### Placed standard cells, run 1

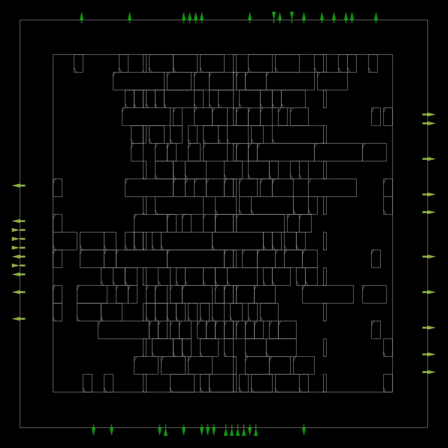
### Signal wires on met3, run 1

Drawn at 6 px/um.
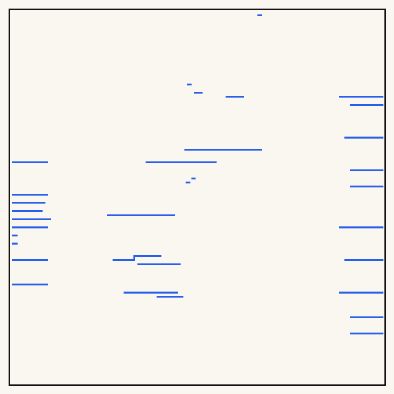
### Placed cells, one colour a class, run 1

Drawn at 4 px/um.
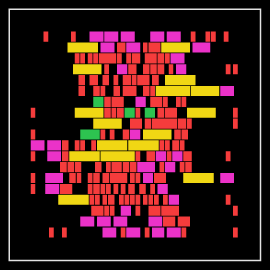
Design counter4_monitor, sky130hd; sources not shown.
==> flow_metrics.tcl, run 1 <==
# metrics dict for downstream scripts
set metrics [dict create \
    status "finished clean" \
    cts_hold_repair.buffers 0 \
    setup_viol_count_final 0 \
    cp-end-kind "primary output" \
    total_power_mw 1.20 \
    grt_usage_pct 12.6 \
    drive_gt1_share_pct 18.5 \
    antenna_cells 0 \
    dp.cells 227 \
    grt_pass1_wl_mm 4.07 \
    cpPeakStageDelay_ns 0.54 \
    cp-start-kind "flip-flop" \
    post-cts-setup-buffers 0 \
    grt-ovfl-total 0 \
    path_max_fanout 7 \
    ios 51 \
    fin_crit_ns 1.55 \
    largest_reg_flops 8 \
    avgSynthCellArea_sq_um 7.08 \
    warnings 26 \
    setup_tns_ns 0 \
    crit_arrival_ns 1.23 \
    dpl.hpwl_mm 1.94 \
    hold_viol 0 \
    numSynthFlops 16 \
]
About 'Placed standard cells':
sequential share of cell area: 22.9%
seq_cells: 16
final cell count without fillers: 231
final core utilization: 54.8%
std cell rows: 19

About 'Signal wires on met3':
main direction: horizontal
share of all routed wire: 7.0%
nets with wire on the layer: 30
wire length on this layer: 175 um
longest straight run: 12.6 um
GRT met3 Usage: 2.16%
vias: 1080
Total Wirelength: 2.51 mm

About 'Placed cells, one colour a class':
legend:
  green:
    class: clock drivers and dummy loads
    cells: 4
  yellow:
    class: flip-flops
    cells: 16
  red:
    class: all other logic
    cells: 144
  magenta:
    class: other buffers and delay cells
    cells: 36
fin area: 1470 sq um
core footprint: 2690 sq um

run 1: cells by family after synthesis:
logic type / after synthesis / share of synthesized area (%)
flops: 16 / 27.8
buf+inv: 47 / 24.1
compound gates: 26 / 12.1
simple gates: 61 / 25.9
xor+xnor: 10 / 7.59
fa+ha+maj: 2 / 2.17
other cells: 1 / 0.325
run 1: layout make-up:
cell class	instances	area, sq um
well taps	31	38.8
multi-input cells	124	646
inverters	20	75.1
repair buffers	36	339
fillers	254	1210
flip-flops and latches	16	337
clock buffers	4	36.3
run 1: per-stage QoR:
| step | setup slack, ns | utilization [%] | instance area (sq um) |
|---|---|---|---|
| final | 0.0510 | 54.8 | 1470 |
| after detailed placement | -0.311 | 52.6 | 1410 |
| after floorplan | 0.173 | - | 1240 |
| after global routing | 0.00939 | 54.8 | 1470 |
| after global placement | -0.252 | 52.6 | 1410 |
| after CTS | 0.0190 | 54.2 | 1460 |
run 1: per-layer routing:
metal,vias up,share of wire (%),GRT usage (%)
met4,0,2.1,4.24
li1,548,-,-
met3,6,7.0,2.16
met2,43,51,22.0
met5,-,0,-
met1,483,40,14.4
run 1: placed cells by master (no fill, tap or decap), drive strengths merged:
| cell type | instances |
|---|---|
| clkdlybuf4s50 | 21 |
| conb | 25 |
| nand2 | 29 |
| nand3 | 13 |
| inv | 20 |
| xnor2 | 7 |
| buf | 11 |
| clkbuf | 4 |
| a21oi | 18 |
| o211ai | 1 |
| ha | 2 |
| o21ai | 7 |
| dlygate4sd2 | 1 |
| nand4 | 5 |
| and2 | 1 |
| xor2 | 3 |
| dfxtp | 16 |
| dlymetal6s2s | 3 |
| nor3 | 2 |
| nor2 | 11 |
run 1: power groups by stage:
stage | Sequential (mW) | Combinational (mW) | Clock [mW]
5_1_grt | 0.512 | 0.478 | 0.291
3_5_place_dp | 0.506 | 0.428 | 0
6_report | 0.503 | 0.430 | 0.271
3_3_place_gp | 0.507 | 0.423 | 0
2_1_floorplan | 0.513 | 0.296 | 0
4_1_cts | 0.502 | 0.429 | 0.276
==> run 2, diff against run 1 <==
- CAP_MARGIN: 5 -> 10
- CORE_MARGIN: 5 -> not set
- RECOVER_POWER: not set -> 50
### Placed cells, one colour a class, run 2

Drawn at 4 px/um.
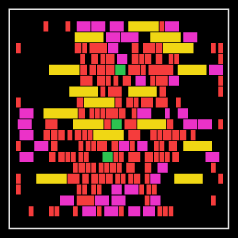
legend:
  red:
    class: all other logic
    cells: 144
  green:
    class: cells driving clock nets
    cells: 3
  yellow:
    class: flip-flops
    cells: 16
  magenta:
    class: other buffers and delay cells
    cells: 37
std cell rows: 18
final core utilization: 56.6%
sequential share of cell area: 23.2%
core footprint: 2540 sq um

==> flow_metrics.tcl, run 2 <==
# metrics dict for downstream scripts
set metrics [dict create \
    status "finished clean" \
    p_switching_mw 0.406 \
    fin_crit_ns 1.56 \
    avgSynthCellArea_sq_um 7.08 \
    final_common_cell "nand2_1" \
    grt_usage_pct 18.5 \
    yosys.area.top_type "dfxtp_1" \
    warnings 26 \
    cp-start-kind "flip-flop" \
    ys_types 26 \
    place_area_sq_um 1400 \
    numSynthFlops 16 \
    totalWireLength_mm 2.41 \
    hold_viol 0 \
    ff_type "dfxtp_1" \
    hold_path.class "reg2reg" \
    total_power_mw 1.15 \
    cpPeakStageDelay_ns 0.55 \
    dr_total_vias 1092 \
    place_congestion 0.869 \
    crit_arrival_ns 1.24 \
    clock_sinks 16 \
    antenna_cells 0 \
    ios 51 \
    design_area_sq_um 1440 \
    cp.required_ns 1.28 \
    synth_seq_share_pct 27.8 \
    setup_viol_count_final 0 \
    grt_start_max_net_pins 12 \
    p_seq_share_pct 43.6 \
    largest_reg_flops 8 \
    finalMaxSlewViolations 0 \
    setup_tns_ns 0 \
    dr.pass1.iters 4 \
    async_flop_share_pct 0 \
    grt_pass1_wl_mm 3.77 \
    post-route-drc-count 0 \
    dpl.hpwl_mm 1.85 \
    hold_slack_ns 0.488 \
    final_cell_mix "nand2_1 (27), conb_1 (25), clkdlybuf4s50_1 (21)" \
    cp-end-kind "primary output" \
    topCellsByArea "dfxtp_1 (28%), buf_4 (16%), nand2_1 (8.8%)" \
    grt-ovfl-total 0 \
    path_max_fanout 6 \
    viasPerCell 4.75 \
    synthTopCellsByCount "nand2_1 (27), buf_4 (25), inv_1 (17)" \
    finalCritPeriodShare_pct 97.3 \
    drive_gt1_share_pct 17.0 \
]
==> run 2: cell counts after synthesis <==
No cell type changed its count.
==> run 2: what timing repair did <==
item	4_1_cts	5_1_grt
resized	7	8
setup endpoints to repair	6	9
hold buffers	0	0
pin swaps	0	1
setup buffers	0	2
==> run 2: cell families (layout without fill, tap and decap cells) <==
kind of cell,Yosys count,count (layout),share of synthesized area (%)
AND/OR/NAND/NOR,61,61,25.9
buffers and inverters,47,60,24.1
AND-OR/OR-AND,26,26,12.1
flip-flops,16,16,27.8
XOR/XNOR,10,10,7.59
adder cells (fa/ha/maj),2,2,2.17
other,1,25,0.325
==> run 2: worst reg2reg max path, stage by stage (launching register included) <==
cell and delay (ns):
dfxtp_2 0.39, nand3_1 0.12, nand2_1 0.10, inv_1 0.05, ha_1 0.18, inv_1 0.05
nand2_1 0.06, a21oi_1 0.14, o21ai_1 0.08, o211ai_1 0.08, a21oi_1 0.08
==> run 2: area by class of cell <==
cell class,instances,area (sq um)
multi-input combinational,124,636
fill,251,1100
sequential,16,334
tap,30,37.5
inverter,20,75.1
timing repair buffer,37,337
clock buffer,3,22.5
==> run 2: power by group through the flow <==
stage / combinational (mW) / sequential [mW] / clock, mW
finish: 0.426 / 0.500 / 0.219
global route: 0.475 / 0.506 / 0.242
CTS: 0.434 / 0.498 / 0.227
detailed placement: 0.432 / 0.504 / 0
global placement: 0.422 / 0.504 / 0
floorplan: 0.296 / 0.513 / 0
==> run 2: metal layers <==
| layer | track usage, % | up-vias | share of wire (%) |
|---|---|---|---|
| met5 | - | - | 0 |
| met4 | 9.83 | 0 | 1.7 |
| met3 | 1.67 | 4 | 5.7 |
| met2 | 28.7 | 45 | 48 |
| met1 | 23.7 | 494 | 44 |
| li1 | - | 549 | - |
==> run 2: metrics by stage <==
stage	setup slack, ns	instances	util, %
4_1_cts	0.000657	228	56.2
3_3_place_gp	-0.251	225	55.2
5_1_grt	0.000201	230	56.6
3_5_place_dp	-0.330	225	55.2
2_1_floorplan	0.173	187	-
6_report	0.0437	230	56.6
==> run 3, diff against run 2 <==
- PLACE_DENSITY: 0.84 -> 0.86
### Placed cells, one colour a class, run 3

Drawn at 4 px/um.
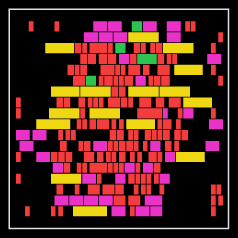
legend:
  red:
    class: all other logic
    cells: 144
  yellow:
    class: flip-flops
    cells: 16
  magenta:
    class: other buffers and delay cells
    cells: 36
  green:
    class: clock drivers and dummy loads
    cells: 4
fin area: 1450 sq um
sequential share of cell area: 23.3%
final core utilization: 57.0%

==> flow_metrics.tcl, run 3 <==
# metrics dict for downstream scripts
set metrics [dict create \
    grt.busiest_layer "met2" \
    hold_slack_ns 0.492 \
    yosys.area.top_type "dfxtp_1" \
    grt-ovfl-total 0 \
    cp-end-kind "primary output" \
    grt.met1_usage_pct 21.9 \
    crit_arrival_ns 1.25 \
    synthTopCellsByCount "nand2_1 (27), buf_4 (25), inv_1 (17)" \
    dr.pass1.iters 4 \
    grt_usage_pct 17.1 \
    finalMaxSlewViolations 0 \
    largest_reg_flops 8 \
    dr_total_vias 1066 \
    viasPerCell 4.63 \
    grt_start_max_net_pins 12 \
    fin_crit_ns 1.57 \
    dpl.hpwl_mm 1.86 \
    cp-start-kind "flip-flop" \
    n_fill_cell 243 \
    setup_viol_count_final 0 \
    path_max_fanout 6 \
    status "finished clean" \
    core_area_sq_um 2540 \
    avgSynthCellArea_sq_um 7.08 \
    grt_pass1_wl_mm 3.58 \
    warnings 26 \
    final_common_cell "nand2_1" \
    ff_type "dfxtp_1" \
    finalCritPeriodShare_pct 98.1 \
]
run 3: cells by family after synthesis:
group | count (synthesis) | share of synthesized area [%]
other | 1 | 0.325
buffers and inverters | 47 | 24.1
flip-flops | 16 | 27.8
AND-OR/OR-AND | 26 | 12.1
adder cells (fa/ha/maj) | 2 | 2.17
AND/OR/NAND/NOR | 61 | 25.9
XOR/XNOR | 10 | 7.59
run 3: cell type report:
cell class	count	area [sq um]	share of cell area, %
inverters	20	75.1	5.18
multi-input cells	124	633	43.7
flip-flops and latches	16	338	23.3
well taps	30	37.5	2.59
clock buffers	4	36.3	2.50
repair buffers	36	330	22.8
run 3: power by group through the flow:
stage / clock (mW) / combinational [mW] / sequential, mW
after CTS: 0.282 / 0.438 / 0.499
after global routing: 0.302 / 0.471 / 0.505
after detailed placement: 0 / 0.437 / 0.504
after global placement: 0 / 0.425 / 0.503
after floorplan: 0 / 0.296 / 0.513
final: 0.278 / 0.425 / 0.501
run 3: stage by stage:
step                      setup TNS [ns]  setup slack [ns]  utilization [%]  total power, mW  instances
final                                  0            0.0299             57.0             1.20        230
after global routing            -0.00145          -0.00145             57.0             1.28        230
after CTS                              0           0.00344             57.2             1.22        230
after detailed placement          -0.688            -0.336             55.5            0.941        226
after global placement            -0.537            -0.274             55.5            0.928        226
after floorplan                        0             0.173                -            0.809        187
run 3: layer usage:
metal	wire, um	share of wire, %	vias to the layer above
met2	1160	48	33
met1	1150	48	481
li1	-	-	550
met5	0	0	-
met3	97	4.0	2
met4	10	0.41	0
Power figures rest on the tool's default switching activity, not on a simulated workload.
